[config.mk]
export PLATFORM = sky130hd
export DESIGN_NAME = rotary_encoder_input
export DESIGN_NICKNAME = d
export VERILOG_FILES = /design/src/rtl/enc_pkg.sv /design/src/rtl/debounce_filter.sv /design/src/rtl/rotary_encoder_input.sv
export SDC_FILE = /design/constraint.sdc
export NUM_CORES = 1
export LEC_CHECK = 0
export CAP_MARGIN = 30
export CORE_MARGIN = 1
export CORE_UTILIZATION = 41
export CTS_CLUSTER_SIZE = 28
export DETAILED_ROUTE_END_ITERATION = 6
export PLACE_DENSITY_LB_ADDON = 0.05
export RECOVER_POWER = 100
export REMOVE_ABC_BUFFERS = 1
export SLEW_MARGIN = 10
export SYNTH_ARGS = -nofsm -noshare
export SYNTH_HDL_FRONTEND = slang
export SYNTH_SLANG_ARGS = --single-unit
export TNS_END_PERCENT = 30
[constraint.sdc]
create_clock -name CLOCK_50 -period 2.5 [get_ports CLOCK_50]
set_input_delay 0.625 -clock CLOCK_50 [delete_from_list [all_inputs] [get_ports CLOCK_50]]
set_output_delay 0.625 -clock CLOCK_50 [all_outputs]
set_load 0.05 [all_outputs]
[src/rtl/enc_pkg.sv]
// Shared definitions for the rotary encoder front end: Gray-coded phase
// states, the per-transition direction code, and the transition classifier.
package enc_pkg;

  // Phase states {A,B}. The clockwise order is REST -> S1 -> S2 -> S3 -> REST.
  localparam logic [1:0] ENC_REST = 2'b11;
  localparam logic [1:0] ENC_S1   = 2'b01;
  localparam logic [1:0] ENC_S2   = 2'b00;
  localparam logic [1:0] ENC_S3   = 2'b10;

  typedef enum logic [1:0] {
    DIR_NONE = 2'd0,
    DIR_CW   = 2'd1,
    DIR_CCW  = 2'd2,
    DIR_ERR  = 2'd3
  } enc_dir_e;

  // Next phase state one clockwise transition after s.
  function automatic logic [1:0] enc_next_cw(input logic [1:0] s);
    logic [1:0] n;
    unique case (s)
      ENC_REST: n = ENC_S1;
      ENC_S1:   n = ENC_S2;
      ENC_S2:   n = ENC_S3;
      default:  n = ENC_REST;
    endcase
    return n;
  endfunction

  // Classify a {last, current} phase pair. Both bits changing is an error.
  function automatic enc_dir_e enc_dir(input logic [1:0] last, input logic [1:0] cur);
    enc_dir_e d;
    if (cur == last)                   d = DIR_NONE;
    else if (cur == enc_next_cw(last)) d = DIR_CW;
    else if (last == enc_next_cw(cur)) d = DIR_CCW;
    else                               d = DIR_ERR;
    return d;
  endfunction

endpackage

[src/rtl/debounce_filter.sv]
// Two-flop synchroniser followed by a stable-level debouncer.
// OUT_DB follows IN_RAW only after the synchronised level has differed from
// OUT_DB for DEBOUNCE_CYCLES consecutive cycles.
//   CLOCK_50 : clock, rising edge
//   RESET_N  : synchronous active-low reset (sync and output reset high)
//   IN_RAW   : asynchronous raw pin
//   OUT_DB   : debounced level
module debounce_filter #(
  parameter int unsigned DEBOUNCE_CYCLES = 250000
) (
  input  logic CLOCK_50,
  input  logic RESET_N,
  input  logic IN_RAW,
  output logic OUT_DB
);

  localparam int unsigned CNT_W = (DEBOUNCE_CYCLES > 2) ? $clog2(DEBOUNCE_CYCLES) : 1;
  localparam logic [CNT_W-1:0] CNT_LAST = CNT_W'(DEBOUNCE_CYCLES - 1);

  logic             sync1;
  logic             sync2;
  logic             db;
  logic [CNT_W-1:0] cnt;

  // Synchronise, then count consecutive cycles of disagreement with db.
  always_ff @(posedge CLOCK_50) begin
    if (!RESET_N) begin
      sync1 <= 1'b1;
      sync2 <= 1'b1;
      db    <= 1'b1;
      cnt   <= '0;
    end else begin
      sync1 <= IN_RAW;
      sync2 <= sync1;
      if (sync2 == db) begin
        cnt <= '0;
      end else if (cnt == CNT_LAST) begin
        db  <= sync2;
        cnt <= '0;
      end else begin
        cnt <= cnt + CNT_W'(1);
      end
    end
  end

  assign OUT_DB = db;

endmodule

[src/rtl/rotary_encoder_input.sv]
// Rotary encoder and push-switch conditioning for clock set controls.
// Debounces A/B/SW, decodes quadrature into one pulse per detent and keeps a
// wrap-around set value in 0..MAX_VAL.
//   CLOCK_50, RESET_N   : clock and synchronous active-low reset
//   ENC_A, ENC_B, ENC_SW: raw asynchronous encoder pins (idle high)
//   LOAD_EN, LOAD_VAL   : load VALUE (clamped to MAX_VAL), beats any step
//   STEP_UP, STEP_DOWN  : one-cycle pulse per CW / CCW detent
//   PRESS, HELD         : switch press pulse and debounced pressed level
//   QERR                : one-cycle pulse on an illegal A/B transition
//   VALUE               : current set value
module rotary_encoder_input
  import enc_pkg::*;
#(
  parameter int unsigned DEBOUNCE_CYCLES = 250000,
  parameter int unsigned DETENT_STEPS    = 4,
  parameter int unsigned MAX_VAL         = 59,
  parameter int unsigned VAL_W           = 8
) (
  input  logic             CLOCK_50,
  input  logic             RESET_N,
  input  logic             ENC_A,
  input  logic             ENC_B,
  input  logic             ENC_SW,
  input  logic             LOAD_EN,
  input  logic [VAL_W-1:0] LOAD_VAL,
  output logic             STEP_UP,
  output logic             STEP_DOWN,
  output logic             PRESS,
  output logic             HELD,
  output logic             QERR,
  output logic [VAL_W-1:0] VALUE
);

  // Accumulator must hold +/-DETENT_STEPS as a signed value.
  localparam int unsigned ACC_W = $clog2(DETENT_STEPS) + 2;
  localparam logic signed [ACC_W-1:0] ACC_MAX = $signed(ACC_W'(DETENT_STEPS));
  localparam logic signed [ACC_W-1:0] ACC_ONE = $signed(ACC_W'(1));
  localparam logic [VAL_W-1:0] VAL_MAX = VAL_W'(MAX_VAL);

  logic a_db;
  logic b_db;
  logic sw_db;

  debounce_filter #(.DEBOUNCE_CYCLES(DEBOUNCE_CYCLES)) u_db_a (
    .CLOCK_50 (CLOCK_50),
    .RESET_N  (RESET_N),
    .IN_RAW   (ENC_A),
    .OUT_DB   (a_db)
  );

  debounce_filter #(.DEBOUNCE_CYCLES(DEBOUNCE_CYCLES)) u_db_b (
    .CLOCK_50 (CLOCK_50),
    .RESET_N  (RESET_N),
    .IN_RAW   (ENC_B),
    .OUT_DB   (b_db)
  );

  debounce_filter #(.DEBOUNCE_CYCLES(DEBOUNCE_CYCLES)) u_db_sw (
    .CLOCK_50 (CLOCK_50),
    .RESET_N  (RESET_N),
    .IN_RAW   (ENC_SW),
    .OUT_DB   (sw_db)
  );

  logic [1:0]              last_q;
  logic signed [ACC_W-1:0] acc_q;
  logic                    sw_q;
  logic                    step_up_q;
  logic                    step_dn_q;
  logic                    press_q;
  logic                    held_q;
  logic                    qerr_q;
  logic [VAL_W-1:0]        value_q;

  logic [1:0]              cur;
  enc_dir_e                dir;
  logic signed [ACC_W-1:0] acc_step;
  logic signed [ACC_W-1:0] acc_nxt;
  logic                    step_up_nxt;
  logic                    step_dn_nxt;
  logic                    qerr_nxt;
  logic [VAL_W-1:0]        value_nxt;

  // Quadrature accumulation, detent detection and set-value update.
  always_comb begin
    cur         = {a_db, b_db};
    dir         = enc_dir(last_q, cur);
    acc_step    = acc_q;
    acc_nxt     = acc_q;
    step_up_nxt = 1'b0;
    step_dn_nxt = 1'b0;
    qerr_nxt    = 1'b0;
    value_nxt   = value_q;

    unique case (dir)
      DIR_CW, DIR_CCW: begin
        acc_step = (dir == DIR_CW) ? (acc_q + ACC_ONE) : (acc_q - ACC_ONE);
        if (acc_step == ACC_MAX) begin
          step_up_nxt = 1'b1;
          acc_nxt     = '0;
        end else if (acc_step == -ACC_MAX) begin
          step_dn_nxt = 1'b1;
          acc_nxt     = '0;
        end else if (cur == ENC_REST) begin
          // Back at rest after a partial turn: resynchronise.
          acc_nxt = '0;
        end else begin
          acc_nxt = acc_step;
        end
      end
      DIR_ERR: begin
        qerr_nxt = 1'b1;
        acc_nxt  = '0;
      end
      default: ;
    endcase

    if (LOAD_EN) begin
      value_nxt = (LOAD_VAL > VAL_MAX) ? VAL_MAX : LOAD_VAL;
    end else if (step_up_nxt) begin
      value_nxt = (value_q == VAL_MAX) ? '0 : value_q + VAL_W'(1);
    end else if (step_dn_nxt) begin
      value_nxt = (value_q == '0) ? VAL_MAX : value_q - VAL_W'(1);
    end
  end

  // State and output registers.
  always_ff @(posedge CLOCK_50) begin
    if (!RESET_N) begin
      last_q    <= ENC_REST;
      acc_q     <= '0;
      sw_q      <= 1'b1;
      step_up_q <= 1'b0;
      step_dn_q <= 1'b0;
      press_q   <= 1'b0;
      held_q    <= 1'b0;
      qerr_q    <= 1'b0;
      value_q   <= '0;
    end else begin
      last_q    <= cur;
      acc_q     <= acc_nxt;
      sw_q      <= sw_db;
      step_up_q <= step_up_nxt;
      step_dn_q <= step_dn_nxt;
      press_q   <= sw_q & ~sw_db;
      held_q    <= ~sw_db;
      qerr_q    <= qerr_nxt;
      value_q   <= value_nxt;
    end
  end

  assign STEP_UP   = step_up_q;
  assign STEP_DOWN = step_dn_q;
  assign PRESS     = press_q;
  assign HELD      = held_q;
  assign QERR      = qerr_q;
  assign VALUE     = value_q;

endmodule

layers.png
Bar = 20 um. Two of the layers only.
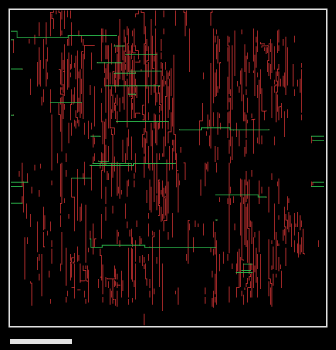
legend:
  M3:
    color: green
    wire_length: 309 um
  M2:
    color: red
    wire_length: 3730 um

class_map.png
Bar = 20 um. Fill, decap, tap and diode cells in gray.
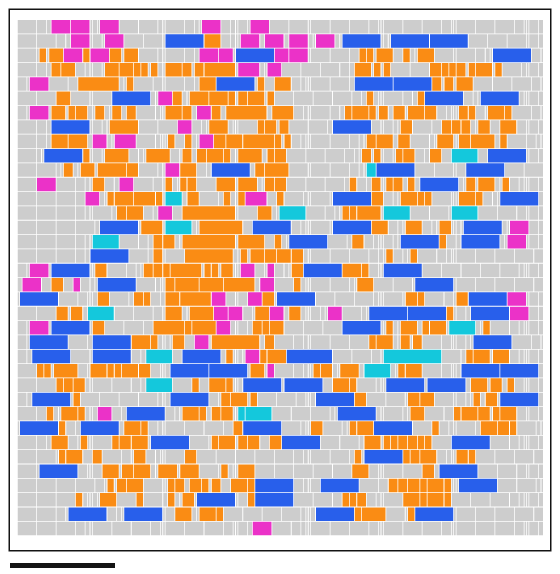
legend:
  remaining logic cells:
    color: orange
    cells: 370
    share_of_their_area: 51%
  remaining buffers and delay cells:
    color: magenta
    cells: 56
    share_of_their_area: 10%
  registers:
    color: blue
    cells: 83
    share_of_their_area: 35%
  clock drivers and dummy loads:
    color: cyan
    cells: 16
    share_of_their_area: 4.4%

==> deck_impl_summary.md <==
Implementation Results

Synthesis
  • Dominant cell type by area after synthesis: dfxtp_1
  • Most numerous cell in the Yosys netlist: dfxtp_1
  • Most frequent cells after synthesis: dfxtp_1 (83), nor2_1 (69), nand2_1 (43)
  • Area leader share: 40.2%
  • Synth cell types: 60
  • Mux frac, synth: under 10%
  • Share of flip-flops with an asynchronous set or reset: 0%
  • Post-Synth XOR/XNOR Area: approximately 12%
  • Sequential area share after synthesis: 40.2%
  • Yosys cell count: 474
  • Dominant comb cell: simple AND/OR/NAND/NOR gates
  • Post-Syn Instances: about 470

Global routing
  • Vias in the first global route: 3070
  • Total Routing Usage GR: 17.9%
  • Largest net degree at the start of global routing: 18
  • Aggregate global routing overflow: 0

Timing
  • Final number of max-transition violations: 0
  • Worst slew pin tran: approximately 0.9 ns
  • Tmin final: ~2.5 ns
  • Final hold slack: 0.409 ns
  • Unrepaired setup endpoints after global routing: true
  • Fin worst setup slack: -0.0279 ns
  • Max Freq: 0.396 GHz
  • Worst slew margin: 40.0%
  • Endpoints failing setup: 3
  • Cycle use final: 101%

Critical path
  • CP dominant cell by count: nand3_1
  • Worst setup startpoint: u_db_b.OUT_DB
  • Worst-path cell chain: nand2b_1 > nand3_1 > o21a_1 > inv_2 > ha_4 > inv_4 > ha_1 > xnor2_2 > nand3_1 > buf_4 > nor2_1 > mux2i_2 > a32o_1
  • Worst R2R Setup Slack: -0.03 ns
  • CP Buf/Inv Count: 3
  • Slowest CP cell: dfxtp_4
  • Crit. path cell count: 13

Clock tree
  • Cts hold-fix bufs: 0
  • CTS Buffer Depth: 2
  • Clk latency late pin: 0.35 ns
  • Clock sinks: between 80 and 90
  • Clock slew at reported path FFs: around 0.080 ns
  • CTS tree: yes

Routing
  • DRT Wirelength: 8.51 mm
  • Initial DRC count: 155
  • Via density: ~5
  • Number of routed nets with antenna violations: 0
  • Avg WL per Cell: around 13 um

Final layout
  • Logic area: around 2400 um2
  • Final Non-Filler Cells: 658
  • Non-CTS inverters: 18
  • Area grow syn2layout: 20.7%
  • Count of non-CTS buffers in the layout: 56
  • Flip-flops: 83
  • N_diodes: 0
  • Share of layout cells above drive strength 1: about an eighth
  • Commonest Layout Cell: dfxtp_1
  • Clk_buf instances: 13
  • Buffering overhead: 9.73%
  • Comb/total area: 47.9%
  • Layout clock area frac: 4.26%

Floorplan
  • Die Span Y: 102 um
  • Die area: 10500 um2
  • Die X: 102 um
  • Number of well taps: 133
  • # rows: 36

Power and ir drop
  • Clock power frac: 39.6%
  • Power Dens Cells: ~500 nW/um2
  • LEAKAGE: about 1.7 nW
  • Int Power: 1.97 mW
  • Pwr top: sequential cells
  • Switching share of power: 23.2%
  • Sequential power: 1.34 mW

Hold path
  • Number of cells on the worst hold path: 1
  • HP Class: reg2reg

Outcome
  • Outcome: finished with violations
  • Failing checks: negative setup slack

Place
  • GP Congestion: 0.840
  • Cells after DPL: ~640
ff_map.png
Bar = 20 um.
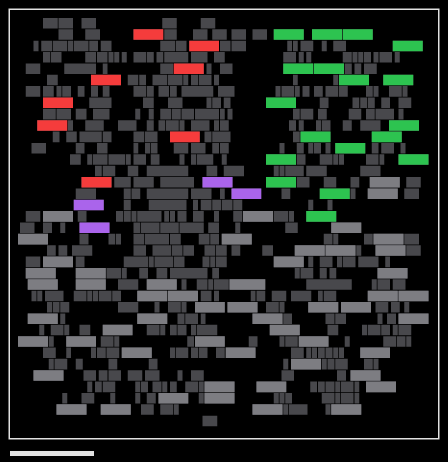
legend:
  VALUE:
    color: red
    placed_flops: 8
  u_db_b.cnt:
    color: green
    placed_flops: 18
  acc_q:
    color: purple
    placed_flops: 4
flop share of the area: 33.4%
post-layout util: 51.1%

util_map.png
10 x 10 tiles, from black (low) to pale yellow (high), 0 to 100% covered.
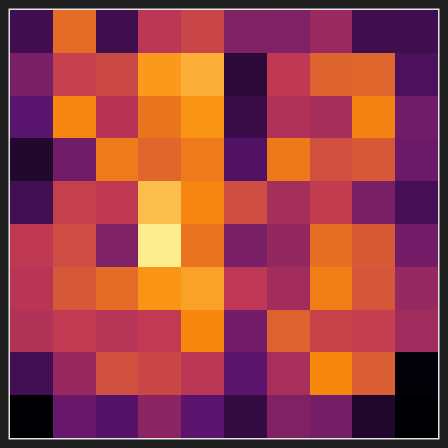
nearly empty tiles: 3.0%
mean over tiles: 46%
fullest tile: 96%
tiles over 75% full: 7.0%
fp util: 42.3%
Core Area: 9770 um2

final timing paths:
check | end
min reg2reg | u_db_a.sync2
max | VALUE[6]
min | u_db_a.sync2
max reg2reg | VALUE[6]
layer usage:
metal | track usage (%) | up-vias | wire length [um]
li1 | - | 1709 | -
met1 | 25.0 | 1508 | 4380
met2 | 27.1 | 49 | 3730
met3 | 4.72 | 8 | 309
met4 | 4.95 | 0 | 80
met5 | 0 | - | 0
state kept, by name, summed over array words and instances (netlist names), 2 cells and up:
name and flops:
VALUE 8, acc_q 4, last_q 2, u_db_a.cnt 18, u_db_b.cnt 18, u_db_sw.cnt 18
repair_timing:
item                                    CTS  global route
endpoints found under the setup margin   11             8
setup buffers                             2             2
resized                                  16            10
endpoints found under the hold margin     0             0
cloned                                    1             0
pin swaps                                 6            10
Power figures rest on the tool's default switching activity, not on a simulated workload.
